==> images/power_grid.png <==
Scale bar: 10 um. Pins as bars on the die edge.
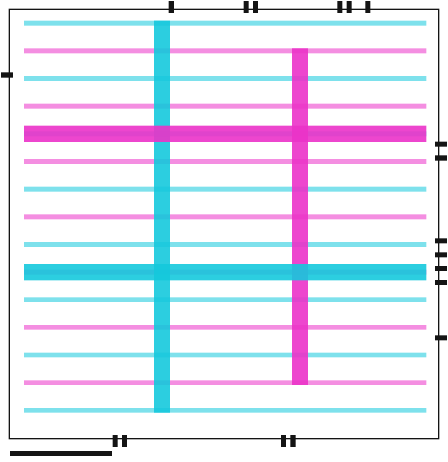
==> images/placement_by_type.png <==
Scale bar: 10 um.
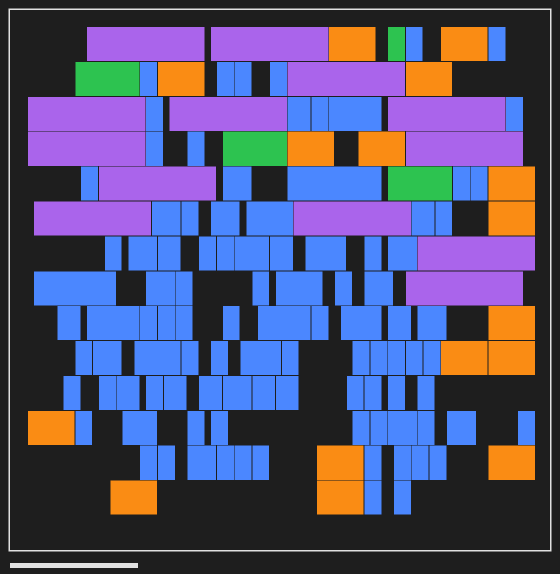
==> images/clk_routes.png <==
Scale bar: 10 um.
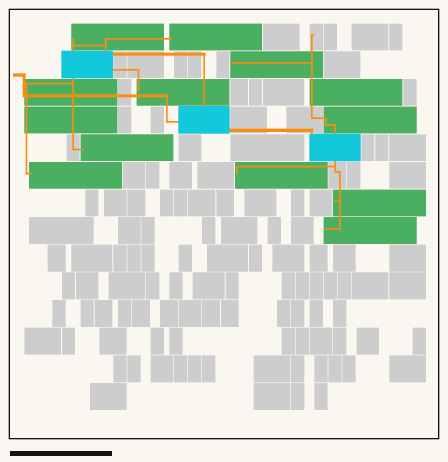
==> images/wires.png <==
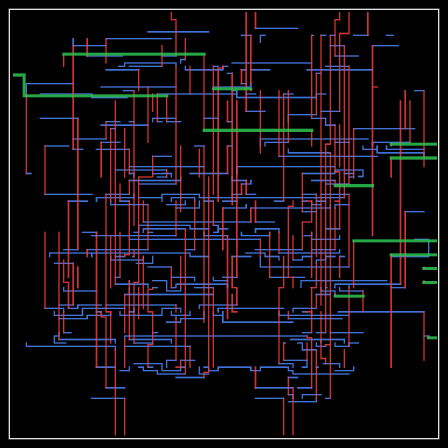
==> images/congestion.png <==
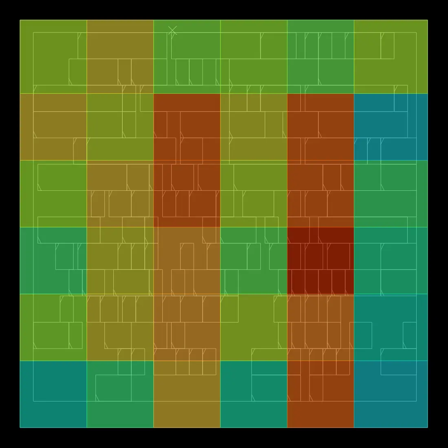
<file path="src/rtl/lock_scheduler.sv">
// lock_scheduler: round-robin canal lock sequencer, outer/inner queues
// Define LOCK_SCHED_TIMEOUT_EN to build the WAIT_ENTER timeout/abort path
module lock_scheduler #(
  parameter int ENTRY_TIMEOUT = 10,
  parameter int CNT_W = 4
) (
  input  logic clk,
  input  logic rst,
  input  logic req_outer,
  input  logic req_inner,
  input  logic match_outer,
  input  logic match_inner,
  input  logic outer_closed,
  input  logic inner_closed,
  input  logic gondola_in,
  input  logic gondola_out,
  output logic fill,
  output logic drain,
  output logic open_outer,
  output logic open_inner,
  output logic grant_outer,
  output logic grant_inner,
  output logic busy,
  output logic timeout
);

  if (ENTRY_TIMEOUT < 1 || ENTRY_TIMEOUT > (2**CNT_W) - 1) begin : g_bad_cfg
    $error("ENTRY_TIMEOUT out of range for CNT_W");
  end

  typedef enum logic [3:0] {
    IDLE, ALIGN_IN, OPEN_IN, WAIT_ENTER, CLOSE_IN,
    ALIGN_OUT, OPEN_OUT, WAIT_EXIT, CLOSE_OUT, ABORT
  } state_t;

  state_t state, state_d;
  logic dir, dir_d;
  logic last, last_d;
  logic fill_d, drain_d, timeout_d;
  logic open_outer_d, open_inner_d;
  logic grant_outer_d, grant_inner_d, busy_d;
  logic ent_open, ext_open;

  // dir/last: 1 = outer side, 0 = inner side
  logic ent_match, ext_match;
  logic ent_closed, ext_closed, both_closed;

  assign ent_match   = dir ? match_outer : match_inner;
  assign ext_match   = dir ? match_inner : match_outer;
  assign ent_closed  = dir ? outer_closed : inner_closed;
  assign ext_closed  = dir ? inner_closed : outer_closed;
  assign both_closed = outer_closed & inner_closed;

`ifdef LOCK_SCHED_TIMEOUT_EN
  localparam logic [CNT_W-1:0] TMO_LAST = CNT_W'(ENTRY_TIMEOUT - 1);
  logic [CNT_W-1:0] cnt;

  // entry wait counter: zero outside WAIT_ENTER, saturating inside
  always_ff @(posedge clk or posedge rst) begin
    if (rst) begin
      cnt <= '0;
    end else if (state != WAIT_ENTER) begin
      cnt <= '0;
    end else if (cnt != {CNT_W{1'b1}}) begin
      cnt <= cnt + 1'b1;
    end
  end
`endif

  // next state and next registered outputs
  always_comb begin
    state_d   = state;
    dir_d     = dir;
    last_d    = last;
    fill_d    = 1'b0;
    drain_d   = 1'b0;
    timeout_d = 1'b0;
    unique case (state)
      IDLE: begin
        if (req_outer | req_inner) begin
          dir_d   = (req_outer & req_inner) ? ~last : req_outer;
          state_d = ALIGN_IN;
        end
      end
      ALIGN_IN: begin
        if (both_closed) begin
          if (ent_match) begin
            state_d = OPEN_IN;
          end else begin
            fill_d  = dir;
            drain_d = ~dir;
          end
        end
      end
      OPEN_IN: begin
        if (!ent_closed) state_d = WAIT_ENTER;
      end
      WAIT_ENTER: begin
        if (gondola_in) begin
          state_d = CLOSE_IN;
        end
`ifdef LOCK_SCHED_TIMEOUT_EN
        else if (cnt == TMO_LAST) begin
          state_d   = ABORT;
          timeout_d = 1'b1;
        end
`endif
      end
      CLOSE_IN: begin
        if (ent_closed) state_d = ALIGN_OUT;
      end
      ALIGN_OUT: begin
        if (both_closed) begin
          if (ext_match) begin
            state_d = OPEN_OUT;
          end else begin
            fill_d  = ~dir;
            drain_d = dir;
          end
        end
      end
      OPEN_OUT: begin
        if (!ext_closed) state_d = WAIT_EXIT;
      end
      WAIT_EXIT: begin
        if (gondola_out) state_d = CLOSE_OUT;
      end
      CLOSE_OUT: begin
        if (ext_closed) begin
          last_d  = dir;
          state_d = IDLE;
        end
      end
`ifdef LOCK_SCHED_TIMEOUT_EN
      ABORT: begin
        if (ent_closed) begin
          last_d  = dir;
          state_d = IDLE;
        end
      end
`endif
      default: state_d = IDLE;
    endcase
    ent_open      = state_d inside {OPEN_IN, WAIT_ENTER};
    ext_open      = state_d inside {OPEN_OUT, WAIT_EXIT};
    open_outer_d  = (dir_d & ent_open) | (~dir_d & ext_open);
    open_inner_d  = (~dir_d & ent_open) | (dir_d & ext_open);
    busy_d        = state_d != IDLE;
    grant_outer_d = busy_d & dir_d;
    grant_inner_d = busy_d & ~dir_d;
  end

  // state and Moore output registers
  always_ff @(posedge clk or posedge rst) begin
    if (rst) begin
      state       <= IDLE;
      dir         <= 1'b0;
      last        <= 1'b0;
      fill        <= 1'b0;
      drain       <= 1'b0;
      open_outer  <= 1'b0;
      open_inner  <= 1'b0;
      grant_outer <= 1'b0;
      grant_inner <= 1'b0;
      busy        <= 1'b0;
      timeout     <= 1'b0;
    end else begin
      state       <= state_d;
      dir         <= dir_d;
      last        <= last_d;
      fill        <= fill_d;
      drain       <= drain_d;
      open_outer  <= open_outer_d;
      open_inner  <= open_inner_d;
      grant_outer <= grant_outer_d;
      grant_inner <= grant_inner_d;
      busy        <= busy_d;
      timeout     <= timeout_d;
    end
  end

endmodule

</file>
<file path="config.mk">
export PLATFORM = sky130hd
export DESIGN_NAME = lock_scheduler
export DESIGN_NICKNAME = d
export VERILOG_FILES = /design/src/rtl/lock_scheduler.sv
export SDC_FILE = /design/constraint.sdc
export NUM_CORES = 1
export LEC_CHECK = 0
export ABC_AREA = 1
export CAP_MARGIN = 20
export CORE_UTILIZATION = 53
export CTS_BUF_LIST = sky130_fd_sc_hd__clkbuf_8 sky130_fd_sc_hd__clkbuf_16
export DETAILED_ROUTE_END_ITERATION = 10
export PLACE_DENSITY = 0.83
export SKIP_LAST_GASP = 1
export SLEW_MARGIN = 20
export SYNTH_ARGS = -nofsm -noshare
export SYNTH_HDL_FRONTEND = slang
export SYNTH_SLANG_ARGS = --single-unit
</file>
<file path="constraint.sdc">
create_clock -name clk -period 3.7 [get_ports clk]
set_input_delay 1.11 -clock clk [delete_from_list [all_inputs] [get_ports clk]]
set_output_delay 1.11 -clock clk [all_outputs]
set_load 0.01 [all_outputs]
</file>
==> reports/qor.tcl <==
set qor(detail_route.first_pass.iterations) 7
set qor(antenna-diode-count) 0
set qor(numPlacedInstances) 144
set qor(yosys_synthesis_warning_count) 0
set qor(share_seq_of_total_power_pct) 31.3
set qor(hold_viol) 0
set qor(root_buffer) {sky130_fd_sc_hd__clkbuf_8}
set qor(timing.max_cap.violations) 0
set qor(netlist.top_cell.by_instances) {sky130_fd_sc_hd__nand2_1}
set qor(post_synth_most_frequent_cells) {sky130_fd_sc_hd__nand2_1 (30), sky130_fd_sc_hd__nor2_1 (17), sky130_fd_sc_hd__dfrtp_1 (13), sky130_fd_sc_hd__inv_1 (9)}
set qor(comb_power_uw) 427
set qor(flip_flop_count_of_the_largest_register_after_layout) 4
set qor(clock_buffer_count) 3
set qor(fraction_of_area_in_registers_pct) 30.6
set qor(area.share.combinational_pct) 42.0
set qor(drc) 1
set qor(layout_top_cell_excl_fill_tap) {sky130_fd_sc_hd__nand2_1}
set qor(crit_top_cell) {sky130_fd_sc_hd__nand2_1}
set qor(edf_count) 0
set qor(registers.top_by_ff_count) {state}
set qor(synth.yosys.seq_area_share_pct) 38.2
set qor(slowest_cell_on_the_critical_path) {sky130_fd_sc_hd__clkdlybuf4s50_1}
set qor(clock_path_buffers) 2
set qor(die_width_um) 42.1
set qor(worst_hold_path_type) {register to register}
set qor(period_needed_ps) 2300
set qor(post_cts.resized_instances) 0
set qor(total_via_count_after_detailed_routing) 737
set qor(multiInputCombCellCount) 83
set qor(ys_chip_area_um2) 852
set qor(r2r.worst_path.cells) 9
set qor(clock_latency_ps) 240
set qor(synth-cells-yosys) 114
set qor(timing.hold.ws_ps) 499
set qor(timing_worst_setup_path_type) {primary input to register}
set qor(num-nonclk-buffers) 16
set qor(grt_start_max_net_pins) 14
set qor(final_cell_count_no_fill) 148
set qor(power.switching_fraction_pct) 44.1
set qor(outcome) {finished with violations}
set qor(violated_checks) {DRC}
set qor(area_share_nonclk_buffers_pct) 15.1
set qor(globalplace.congestion) 0.892
set qor(initCoreUtil_pct) 56.6
set qor(most-common-layout-cells) {sky130_fd_sc_hd__nand2_1 (30), sky130_fd_sc_hd__nor2_1 (17), sky130_fd_sc_hd__clkdlybuf4s50_1 (16)}
set qor(start_kind) {primary input}
set qor(total_power_uw) 794
set qor(worst-endpoint-arrival_ps) 2420
set qor(area.combinational_um2) 447
set qor(share_of_cells_above_drive_strength_1_pct) 21.2
## Picture notes: power_grid.png
legend:
  cyan:
    net: VSS
  magenta:
    net: VDD
met1 rails: 15
rows: 14

## Picture notes: placement_by_type.png
legend:
  green:
    class: clock drivers and dummy loads
    cells: 4
  purple:
    class: flops
    cells: 13
  orange:
    class: other buffers and delay cells
    cells: 16
  blue:
    class: combinational and other logic
    cells: 99

## Picture notes: clk_routes.png
legend:
  orange:
    item: clock wires
    length: 143 um
  green:
    item: flip-flops
    count: 13
  cyan:
    item: clock drivers
    count: 3
routed clock nets: 4

## Picture notes: wires.png
legend:
  red:
    layer: metal 2
    wire_length: 883 um
  green:
    layer: metal 3
    wire_length: 75.6 um
  blue:
    layer: metal 1
    wire_length: 778 um
post-detailed-routing wire length: 1740 um
wire per inst: 11.7 um

## Picture notes: congestion.png
busiest layer in global routing: met2
GR Util All Layers: 22.1%
met1 Use GR: 27.2%
met2 GRT Util: 37.2%
global-route met3 utilization: 8.19%

-- cell families (layout without fill, tap and decap cells) --
kind of cell    Yosys count  count (layout)  share of synthesized area (%)
simple gates             74              74                           44.6
other cells               1               1                          0.440
flops                    13              13                           38.2
compound gates            7               7                           6.31
xor+xnor                  1               1                           1.03
buf+inv                  18              36                           9.40
-- final timing paths --
check | startpoint | end | slack [ps]
setup / recovery | inner_closed | grant_inner | 1400
hold / removal | last | last | 500
setup reg to reg | dir | grant_inner | 2210
hold reg to reg | last | last | 500
max in group asynchronous | rst | grant_inner | 2200
min in group asynchronous | rst | dir | 1180
-- metal layers --
layer  GRT usage (%)  part of all wire [%]
met4            5.00                     0
met5               0                     0
met2            37.2                    51
met1            27.2                    45
met3            8.19                   4.3
